--- src/rtl/divider_pkg.sv ---
// Shared types and defaults for the divider controller slice.
// Latency: n/a (declarations only).
// Backpressure: n/a.
// Contents: FSM state enum, default widths, settle-counter width helper.
package divider_pkg;

  typedef enum logic [1:0] {
    IDLE   = 2'd0,
    SETTLE = 2'd1,
    DONE   = 2'd2
  } state_e;

  localparam int DEVIDENT_LENGTH_DEF = 6;
  localparam int DIVISOR_LENGTH_DEF  = 3;
  localparam int SETTLE_CYCLES_DEF   = 2;

  // One extra bit so the counter can always hold SETTLE_CYCLES-1,
  // including the SETTLE_CYCLES==1 corner where clog2 returns 0.
  function automatic int cnt_width(input int settle);
    return $clog2(settle) + 1;
  endfunction

  localparam int CNT_W_DEF = cnt_width(SETTLE_CYCLES_DEF);

endpackage

--- src/rtl/divider_ctrl_array.sv ---
// Combinational restoring array divider: quotient = dividend / divisor.
// Latency: purely combinational; callers treat it as a multicycle path.
// Backpressure: none (no state).
// Ports:
//   dividend_i  DEVIDENT_LENGTH-bit unsigned dividend
//   divisor_i   DIVISOR_LENGTH-bit unsigned divisor
//   quotient_o  DEVIDENT_LENGTH-bit unsigned quotient
module divider_ctrl_array
  import divider_pkg::*;
#(
  parameter int DEVIDENT_LENGTH = DEVIDENT_LENGTH_DEF,
  parameter int DIVISOR_LENGTH  = DIVISOR_LENGTH_DEF
) (
  input  logic [DEVIDENT_LENGTH-1:0] dividend_i,
  input  logic [DIVISOR_LENGTH-1:0]  divisor_i,
  output logic [DEVIDENT_LENGTH-1:0] quotient_o
);

  // Partial remainder carried from row to row. After a successful
  // subtract it is always below the divisor, so DIVISOR_LENGTH bits
  // plus one for the shifted-in dividend bit are enough.
  logic [DIVISOR_LENGTH:0] rem;

  always_comb begin
    rem        = '0;
    quotient_o = '0;
    for (int i = DEVIDENT_LENGTH - 1; i >= 0; i--) begin
      rem = {rem[DIVISOR_LENGTH-1:0], dividend_i[i]};
      // A zero divisor makes every row succeed, giving an all-ones quotient.
      if (rem >= {1'b0, divisor_i}) begin
        rem           = rem - {1'b0, divisor_i};
        quotient_o[i] = 1'b1;
      end
    end
  end

endmodule

--- src/rtl/divider_ctrl.sv ---
// Two-requester round-robin front end that sequences one shared array divider.
// Latency: result valid SETTLE_CYCLES cycles after accept (1 cycle for a zero
//          divisor when DIVIDER_CTRL_DIV0_CHECK_EN is defined).
// Backpressure: result held in DONE until rsp_ready; no request accepted
//               until the response handshake completes.
// Ports:
//   clk, rst_n                      clock, synchronous active-low reset
//   reqN_valid/ready/a/d (N=0,1)    request channels (dividend a, divisor d)
//   rsp_valid/ready                 response handshake
//   rsp_quotient, rsp_id, rsp_div0  registered result, requester tag, zero-divisor flag
//   busy                            high whenever an operation is in flight
// Optional feature macro: DIVIDER_CTRL_DIV0_CHECK_EN (zero-divisor short cut).
module divider_ctrl
  import divider_pkg::*;
#(
  parameter int DEVIDENT_LENGTH = DEVIDENT_LENGTH_DEF,
  parameter int DIVISOR_LENGTH  = DIVISOR_LENGTH_DEF,
  parameter int SETTLE_CYCLES   = SETTLE_CYCLES_DEF
) (
  input  logic                       clk,
  input  logic                       rst_n,
  input  logic                       req0_valid,
  output logic                       req0_ready,
  input  logic [DEVIDENT_LENGTH-1:0] req0_a,
  input  logic [DIVISOR_LENGTH-1:0]  req0_d,
  input  logic                       req1_valid,
  output logic                       req1_ready,
  input  logic [DEVIDENT_LENGTH-1:0] req1_a,
  input  logic [DIVISOR_LENGTH-1:0]  req1_d,
  output logic                       rsp_valid,
  input  logic                       rsp_ready,
  output logic [DEVIDENT_LENGTH-1:0] rsp_quotient,
  output logic                       rsp_id,
  output logic                       rsp_div0,
  output logic                       busy
);

  localparam int               CNT_W    = cnt_width(SETTLE_CYCLES);
  localparam logic [CNT_W-1:0] CNT_LOAD = CNT_W'(SETTLE_CYCLES - 1);

  state_e                     state_q, state_d;
  logic [CNT_W-1:0]           cnt_q, cnt_d;
  logic [DEVIDENT_LENGTH-1:0] opa_q, opa_d;
  logic [DIVISOR_LENGTH-1:0]  opd_q, opd_d;
  logic                       id_q, id_d;
  logic                       last_grant_q, last_grant_d;
  logic                       rsp_valid_q, rsp_valid_d;
  logic [DEVIDENT_LENGTH-1:0] rsp_quot_q, rsp_quot_d;
  logic                       rsp_id_q, rsp_id_d;
`ifdef DIVIDER_CTRL_DIV0_CHECK_EN
  logic                       rsp_div0_q, rsp_div0_d;
`endif

  logic                       grant0, grant1, accept;
  logic [DEVIDENT_LENGTH-1:0] sel_a;
  logic [DIVISOR_LENGTH-1:0]  sel_d;
  logic [DEVIDENT_LENGTH-1:0] div_quot;

  // Round robin: on a tie the requester that did not win last time goes.
  // The two grants are mutually exclusive by construction.
  assign grant0 = req0_valid & (~req1_valid | last_grant_q);
  assign grant1 = req1_valid & (~req0_valid | ~last_grant_q);

  // Gated by rst_n so nothing can handshake while reset is being applied.
  assign req0_ready = rst_n & (state_q == IDLE) & grant0;
  assign req1_ready = rst_n & (state_q == IDLE) & grant1;
  assign accept     = req0_ready | req1_ready;

  assign sel_a = grant1 ? req1_a : req0_a;
  assign sel_d = grant1 ? req1_d : req0_d;

  // Divider sees only the operand registers, which hold still for the whole
  // SETTLE window; this is what makes the multicycle constraint legal.
  divider_ctrl_array #(
    .DEVIDENT_LENGTH (DEVIDENT_LENGTH),
    .DIVISOR_LENGTH  (DIVISOR_LENGTH)
  ) u_array (
    .dividend_i (opa_q),
    .divisor_i  (opd_q),
    .quotient_o (div_quot)
  );

  always_ff @(posedge clk) begin
    if (!rst_n) begin
      state_q      <= IDLE;
      cnt_q        <= '0;
      opa_q        <= '0;
      opd_q        <= '0;
      id_q         <= 1'b0;
      last_grant_q <= 1'b1;
      rsp_valid_q  <= 1'b0;
      rsp_quot_q   <= '0;
      rsp_id_q     <= 1'b0;
`ifdef DIVIDER_CTRL_DIV0_CHECK_EN
      rsp_div0_q   <= 1'b0;
`endif
    end else begin
      state_q      <= state_d;
      cnt_q        <= cnt_d;
      opa_q        <= opa_d;
      opd_q        <= opd_d;
      id_q         <= id_d;
      last_grant_q <= last_grant_d;
      rsp_valid_q  <= rsp_valid_d;
      rsp_quot_q   <= rsp_quot_d;
      rsp_id_q     <= rsp_id_d;
`ifdef DIVIDER_CTRL_DIV0_CHECK_EN
      rsp_div0_q   <= rsp_div0_d;
`endif
    end
  end

  always_comb begin
    state_d      = state_q;
    cnt_d        = cnt_q;
    opa_d        = opa_q;
    opd_d        = opd_q;
    id_d         = id_q;
    last_grant_d = last_grant_q;
    rsp_valid_d  = rsp_valid_q;
    rsp_quot_d   = rsp_quot_q;
    rsp_id_d     = rsp_id_q;
`ifdef DIVIDER_CTRL_DIV0_CHECK_EN
    rsp_div0_d   = rsp_div0_q;
`endif

    unique case (state_q)
      IDLE: begin
        if (accept) begin
          opa_d        = sel_a;
          opd_d        = sel_d;
          id_d         = grant1;
          last_grant_d = grant1;
          cnt_d        = CNT_LOAD;
          state_d      = SETTLE;
`ifdef DIVIDER_CTRL_DIV0_CHECK_EN
          // Zero divisor needs no array result, so answer immediately.
          if (sel_d == '0) begin
            rsp_quot_d  = '1;
            rsp_id_d    = grant1;
            rsp_div0_d  = 1'b1;
            rsp_valid_d = 1'b1;
            state_d     = DONE;
          end
`endif
        end
      end

      SETTLE: begin
        if (cnt_q == '0) begin
          rsp_quot_d  = div_quot;
          rsp_id_d    = id_q;
          rsp_valid_d = 1'b1;
`ifdef DIVIDER_CTRL_DIV0_CHECK_EN
          rsp_div0_d  = 1'b0;
`endif
          state_d     = DONE;
        end else begin
          cnt_d = cnt_q - 1'b1;
        end
      end

      DONE: begin
        if (rsp_ready) begin
          rsp_valid_d = 1'b0;
          state_d     = IDLE;
        end
      end

      default: begin
        state_d = IDLE;
      end
    endcase
  end

  assign rsp_valid    = rsp_valid_q;
  assign rsp_quotient = rsp_quot_q;
  assign rsp_id       = rsp_id_q;
  assign busy         = (state_q != IDLE);
`ifdef DIVIDER_CTRL_DIV0_CHECK_EN
  assign rsp_div0     = rsp_div0_q;
`else
  assign rsp_div0     = 1'b0;
`endif

endmodule

--- config.mk ---
export PLATFORM = sky130hd
export DESIGN_NAME = divider_ctrl
export DESIGN_NICKNAME = d
export VERILOG_FILES = /design/src/rtl/divider_pkg.sv /design/src/rtl/divider_ctrl_array.sv /design/src/rtl/divider_ctrl.sv
export SDC_FILE = /design/constraint.sdc
export NUM_CORES = 1
export LEC_CHECK = 0
export ABC_AREA = 1
export ABC_CLOCK_PERIOD_IN_PS = 5500
export CORE_UTILIZATION = 30
export DETAILED_ROUTE_END_ITERATION = 10
export PLACE_DENSITY_LB_ADDON = 0.15
export SLEW_MARGIN = 5
export SYNTH_ARGS = -nofsm -noshare
export SYNTH_HDL_FRONTEND = slang
export SYNTH_SLANG_ARGS = --single-unit
--- constraint.sdc ---
create_clock -name clk -period 5.5 [get_ports clk]
set_input_delay 1.1 -clock clk [delete_from_list [all_inputs] [get_ports clk]]
set_output_delay 1.1 -clock clk [all_outputs]
set_load 0.02 [all_outputs]
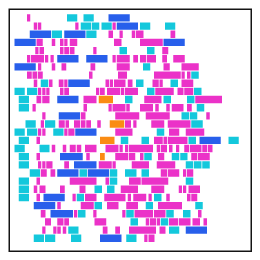
(run_1/placement_by_type.png)
Scale: 3 px per um.
Magenta is combinational and other logic, cells 212, share of their area 57%. Cyan is remaining buffers and delay cells, cells 79, share of their area 25%. Orange is clock drivers and dummy loads, cells 4, share of their area 1.7%. Blue is sequential cells, cells 23, share of their area 17%.

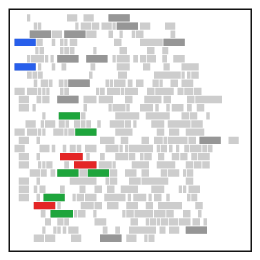
(run_1/flops_by_reg.png)
Scale: 3 px per um.
Green is opa_q, sequential cells 6. Red is opd_q, sequential cells 3. Blue is cnt_q, sequential cells 2.

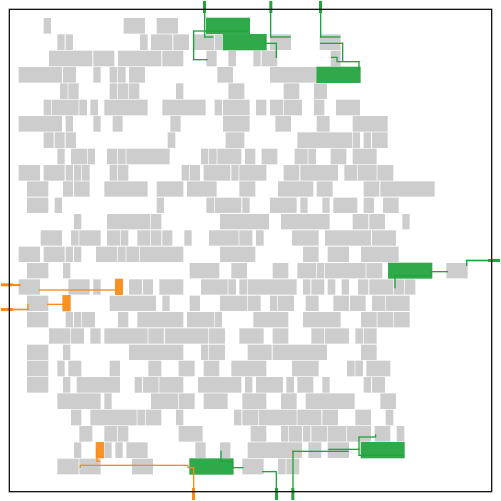
(run_1/io_fan.png)
Scale: 6 px per um.
Orange is req1_d, bits 3, direction input, end cells 3, buffers 3, wire 46.6 um. Green is rsp_quotient, bits 6, direction output, end cells 6, buffers 6, wire 117 um.

==> flow_summary.yaml, run 1 <==
# synthesis and place-and-route metrics
cts:
  root_buffer: "clkbuf_8"
  clk_latency_ns: 0.27
  clk_pin_slew_ns: 0.10
  cts.sinks: 23
  cts_buffers: 3
run:
  warnings: 31
worst_setup_path:
  critPathArrivalTime_ns: 5.65
  reg2reg_from: "opa_q[5]"
  cpMostUsedCell: "nand2_4"
  cp_slowest_cell: "fa_2"
  required_ns: 5.67
  r2r_end: "rsp_quotient[0]"
logic_synthesis:
  syn_nets: 286
  yosys_warnings: 0
  synth_top_cell_by_area: "dfxtp_1"
  synth_stat.cells: 241
  yosysChipArea_um2: 1833
  logic_family: "simple AND/OR/NAND/NOR gates"
  ys_sh_xor_pct: 1.911
finish:
  finalNetCount: 364
  postLayoutCellArea_um2: 2858
  drive_gt1_share_pct: 35.53
  mostFrequentLayoutCell: "buf_4"
  fin_cells: 393
  antennaDiodeCount: 0
  final_cell_mix: "buf_4, inv_1, nand2_1"
route:
  vias: 1714
  wl_met2_um: 2027
  drc_errors: 0
  routed-wl-met3_um: 100
  routedWlPerCell_um: 11.08
  vias_per_cell: 4.361
place:
  dp.cells: 376
floorplanning:
  core_um2: 5921
  die_x_um: 80.17
  fp_util_pct: 30.96
  ios: 35
  die_area_um2: 6426
power_and_ir_drop:
  p_seq_share_pct: 12.6
global_routing:
  grt_pass1_wl_um: 7348
  gr-usage-met1_pct: 19.58
  overflow: 0
  antenna_found_initial: 0
  gr-usage-met3_pct: 2.045
hold_path:
  worstHoldStart: "cnt_q[0]"
  whs_path_depth: 1
final_timing:
  fin_crit_sh_pct: 99.61
run_status:
  status: "complete, no violations"
==> run 1: power by group through the flow <==
stage / Clock (mW) / Sequential [mW] / Combinational (mW)
2_1_floorplan: 0 / 0.209 / 0.633
3_3_place_gp: 0 / 0.201 / 0.943
3_5_place_dp: 0 / 0.201 / 0.948
4_1_cts: 0.117 / 0.198 / 1.09
5_1_grt: 0.122 / 0.201 / 1.39
6_report: 0.112 / 0.198 / 1.27
==> run 1: metrics by stage <==
stage | setup TNS, ns | power (mW) | setup slack [ns]
2_1_floorplan | 0 | 0.8420 | 0.02953
3_3_place_gp | -0.1338 | 1.144 | -0.1338
3_5_place_dp | -0.1587 | 1.149 | -0.1587
4_1_cts | 0 | 1.402 | 0.008672
5_1_grt | -0.3331 | 1.713 | -0.3331
6_report | 0 | 1.580 | 0.02163
==> run 1: registers in the layout, summed over array words and instances (netlist names) <==
register      cells
cnt_q             2
id_q              1
last_grant_q      1
opa_q             6
opd_q             3
rsp_id            1
rsp_quotient      6
rsp_valid         1
state_q           2
==> run 1: worst max-delay path, delay by kind of cell (launching register included) <==
family / cells / cell delay [ns]
AND/OR/NAND/NOR: 21 / 1.66
buffers and inverters: 8 / 0.54
flip-flops: 1 / 0.34
AND-OR/OR-AND: 10 / 1.20
adder cells (fa/ha/maj): 6 / 1.65
==> run 1: cell type report <==
class	instances	area (um^2)	share of cell area, %
well taps	75	93.84	3.284
multi-input cells	162	1375	48.12
repair buffers	79	683.2	23.91
flip-flops and latches	23	464.2	16.24
clock inverters	1	5.005	0.1751
inverters	50	195.2	6.830
clock buffers	3	41.29	1.445
==> run 1: repair_timing <==
| item | in CTS | in global routing |
|---|---|---|
| gates resized | 15 | 24 |
| hold buffers | 0 | 0 |
| pin swaps | 21 | 33 |
| buffers inserted | 9 | 4 |
| setup endpoints to repair | 1 | 1 |
==> run 2, diff against run 1 <==
--- a/config.mk
+++ b/config.mk
@@ -9,7 +9,9 @@
 export ABC_CLOCK_PERIOD_IN_PS = 5500
 export CORE_UTILIZATION = 30
 export DETAILED_ROUTE_END_ITERATION = 10
+export GPL_TIMING_DRIVEN = 0
 export PLACE_DENSITY_LB_ADDON = 0.15
+export REMOVE_ABC_BUFFERS = 1
 export SLEW_MARGIN = 5
 export SYNTH_ARGS = -nofsm -noshare
 export SYNTH_HDL_FRONTEND = slang
==> flow_summary.yaml, run 2 <==
# synthesis and place-and-route metrics
global_routing:
  grt_pass1_wl_um: 7693
  antenna_found_initial: 0
  overflow: 0
final_timing:
  setup-tns-final_ns: -0.09903
  layout_setup_ws_ns: -0.09903
  fin_crit_sh_pct: 101.8
  final-setup-viol-count: 1
worst_setup_path:
  required_ns: 5.68
  cp_num_buf_inv: 8
  cp_slowest_cell: "fa_2"
  critPathArrivalTime_ns: 5.78
  reg2reg_from: "opa_q[5]"
  cp-startpoint: "opa_q[5]"
  crit_family: "adder cells"
route:
  vias_per_cell: 4.411
  vias: 1694
  drc_errors: 0
  routedWlPerCell_um: 11.53
logic_synthesis:
  synth_stat.cells: 241
  ys.flop_type: "dfxtp_1"
  yosysChipArea_um2: 1833
  synth_top_cell_by_area: "dfxtp_1"
  synth_seq_share_pct: 25.12
power_and_ir_drop:
  seq_cell_power_mw: 0.199
  p_clk_mw: 0.112
  powerComb_mw: 1.22
  p_seq_share_pct: 13.0
  power_leader: "combinational logic"
  p_total_mw: 1.529
run:
  warnings: 31
run_status:
  violations: "setup timing"
  status: "finished, violations left"
finish:
  finalNetCount: 355
  final_cell_mix: "inv_1, nand2_1, clkdlybuf4s50_1"
  drive_gt1_share_pct: 36.57
  postLayoutCellArea_um2: 2804
  antennaDiodeCount: 0
  fin_cells: 384
  mostFrequentLayoutCell: "inv_1"
floorplanning:
  die_x_um: 80.17
  die_area_um2: 6426
  fp_util_pct: 30.96
  ios: 35
cts:
  clk_latency_ns: 0.27
  cts.sinks: 23
  clk_pin_slew_ns: 0.09
  cts_buffers: 3
  root_buffer: "clkbuf_8"
place:
  hpwlAfterDp_um: 2898
  place_ws_ns: -1.081
  dp.cells: 343
run 2: kinds of logic (layout without fill, tap and decap cells):
| family | count (synthesis) | in the layout | synth area share [%] |
|---|---|---|---|
| AND/OR/NAND/NOR | 82 | 82 | 27.03 |
| flip-flops | 23 | 23 | 25.12 |
| AND-OR/OR-AND | 53 | 53 | 17.34 |
| XOR/XNOR | 4 | 4 | 1.911 |
| buffers and inverters | 56 | 124 | 11.74 |
| other | 1 | 1 | 0.2046 |
| adder cells (fa/ha/maj) | 22 | 22 | 16.66 |
run 2: worst reg2reg max path, delay by kind of cell (launching register included):
family,cells,cell delay (ns)
adder cells (fa/ha/maj),6,1.64
flip-flops,1,0.34
buffers and inverters,8,0.66
AND/OR/NAND/NOR,17,1.39
AND-OR/OR-AND,11,1.48
run 2: cell type report:
| type | instances | area [um^2] | share of cell area (%) |
|---|---|---|---|
| well taps | 75 | 93.84 | 3.347 |
| clock buffers | 3 | 41.29 | 1.473 |
| repair buffers | 70 | 635.6 | 22.67 |
| inverters | 50 | 191.4 | 6.827 |
| clock inverters | 1 | 5.005 | 0.1785 |
| flip-flops and latches | 23 | 469.2 | 16.73 |
| multi-input cells | 162 | 1368 | 48.77 |
run 2: timing repair:
action                     in CTS  in global routing
pin swaps                      35                 33
setup endpoints to repair       2                  1
hold buffers                    0                  0
resized                        42                 16
buffers inserted               31                  7
run 2: worst paths after layout:
kind                                        end  slack [ns]  cells past startpoint
worst max-delay path            rsp_quotient[0]        -0.1                     42
worst max register to register  rsp_quotient[0]        -0.1                     42
worst min register to register           rsp_id        0.47                      2
worst min-delay path                     rsp_id        0.47                      2
run 2: metal layers:
layer  GRT usage, %  wire (um)
met1          18.89       2065
met2          27.52       2228
met3          2.045         84
met4          5.179         50
met5              0          0
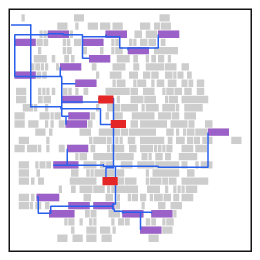
(run_2/clk_routes.png)
Scale: 3 px per um.
Blue is clock wires, length 384 um. Red is clock drivers, count 3. Purple is flip-flops, count 23.
There are 4 routed clock nets.

==> run 3, diff against run 2 <==
--- a/config.mk
+++ b/config.mk
@@ -12,7 +12,7 @@
 export GPL_TIMING_DRIVEN = 0
 export PLACE_DENSITY_LB_ADDON = 0.15
 export REMOVE_ABC_BUFFERS = 1
-export SLEW_MARGIN = 5
+export SLEW_MARGIN = 30
 export SYNTH_ARGS = -nofsm -noshare
 export SYNTH_HDL_FRONTEND = slang
 export SYNTH_SLANG_ARGS = --single-unit
==> flow_summary.yaml, run 3 <==
# synthesis and place-and-route metrics
run_status:
  status: "finished, violations left"
  violations: "setup timing"
logic_synthesis:
  synth_stat.cells: 241
  synth_top_area_share_pct: 25.12
  ys.flop_type: "dfxtp_1"
  syn_area_um2: 1833
  yosys_warnings: 0
  synth_seq_share_pct: 25.12
  yosysChipArea_um2: 1833
  synth_top_cell_by_area: "dfxtp_1"
final_timing:
  layout_setup_ws_ns: -0.09903
  fin_crit_sh_pct: 101.8
  final-setup-viol-count: 1
  hold_violations: 0
worst_setup_path:
  path_max_fanout: 4
  path_depth: 42
  critPathMaxStageDelay_ns: 0.37
  reg2reg_from: "opa_q[5]"
  rr_worst_depth: 42
  required_ns: 5.68
  cp_num_buf_inv: 8
  critPathCaptureType: "flop"
  cp_slowest_cell: "fa_2"
  crit_family: "adder cells"
  critPathArrivalTime_ns: 5.78
  r2r_slack_ns: -0.1
  r2r_end: "rsp_quotient[0]"
place:
  dp.cells: 343
  place_ws_ns: -1.081
  hpwlAfterDp_um: 2898
route:
  top_layer_used: "met4"
  vias_per_cell: 4.411
  routedWlPerCell_um: 11.53
  wl_met2_um: 2228
  drc_errors: 0
  wl_met1_um: 2065
  vias: 1694
  routed-wl-met3_um: 84
floorplanning:
  fp_util_pct: 30.96
  die_area_um2: 6426
  die_x_um: 80.17
  core_um2: 5921
  ios: 35
global_routing:
  antenna_found_initial: 0
  gr-usage-met1_pct: 18.89
  top_usage_layer: "met2"
  grt_pass1_wl_um: 7693
  gr-usage-met3_pct: 2.045
  overflow: 0
  use_met2_pct: 27.52
cts:
  cts.sinks: 23
  cts_buffers: 3
  root_buffer: "clkbuf_8"
  cts_tree: "yes"
  clk_path_buf_depth: 2
  clk_pin_slew_ns: 0.09
  clk_latency_ns: 0.27
  htree_levels: 1
power_and_ir_drop:
  p_total_mw: 1.529
hold_path:
  worstHoldStart: "id_q"
  hold_class: "reg2reg"
  whs_endpoint: "rsp_id"
  whs_path_depth: 2
finish:
  final_cell_mix: "inv_1, nand2_1, clkdlybuf4s50_1"
  mostFrequentLayoutCell: "inv_1"
  fin_cells: 384
  antennaDiodeCount: 0
  finalNetCount: 355
  drive_gt1_share_pct: 36.57
run:
  warnings: 31
[run 3: how the worst max path moves through the flow]
stage,slack [ns],from,to
2_1_floorplan,-0.31,opd_q[1],rsp_quotient[0]
3_3_place_gp,-1.07,opd_q[1],rsp_quotient[0]
3_5_place_dp,-1.08,opd_q[1],rsp_quotient[0]
4_1_cts,-0.06,opa_q[5],rsp_quotient[0]
5_1_grt,-0.51,opa_q[5],rsp_quotient[0]
6_report,-0.1,opa_q[5],rsp_quotient[0]
[run 3: cell families (layout without fill, tap and decap cells)]
kind of cell    Yosys count  in the layout  synth area share [%]
fa+ha+maj                22             22                 16.66
buf+inv                  56            124                 11.74
simple gates             82             82                 27.03
xor+xnor                  4              4                 1.911
other cells               1              1                0.2046
compound gates           53             53                 17.34
flops                    23             23                 25.12
[run 3: timing repair]
action | 4_1_cts | 5_1_grt
endpoints found under the setup margin | 2 | 1
hold buffers | 0 | 0
setup buffers | 31 | 7
pin swaps | 35 | 33
resized | 42 | 16
[run 3: final cells by class]
| type | instances | area (um^2) |
|---|---|---|
| clock buffer | 3 | 41.29 |
| fill | 601 | 3117 |
| inverter | 50 | 191.4 |
| sequential | 23 | 469.2 |
| multi-input combinational | 162 | 1368 |
| timing repair buffer | 70 | 635.6 |
| tap | 75 | 93.84 |
| clock inverter | 1 | 5.005 |
[run 3: where the power goes]
part           leakage [nW]  internal (mW)  switching, mW
Clock                0.0255         0.0508         0.0611
Combinational          1.04          0.611          0.607
Sequential            0.191          0.186         0.0127
[run 3: metrics by stage]
step | TNS [ns] | cell area [um^2]
4_1_cts | -0.05978 | 2673
5_1_grt | -0.5082 | 2804
3_5_place_dp | -1.325 | 2230
3_3_place_gp | -1.303 | 2230
6_report | -0.09903 | 2804
2_1_floorplan | -0.3075 | 1805
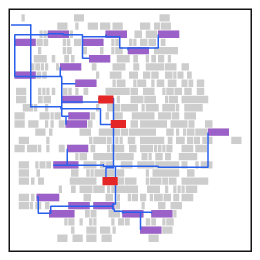
(run_3/clk_routes.png)
Scale: 3 px per um.
Purple is flip-flops, count 23. Red is clock drivers, count 3. Blue is clock wires, length 384 um.
There are 4 routed clock nets.

No activity file was given, so power comes from the tool's default toggle rates.
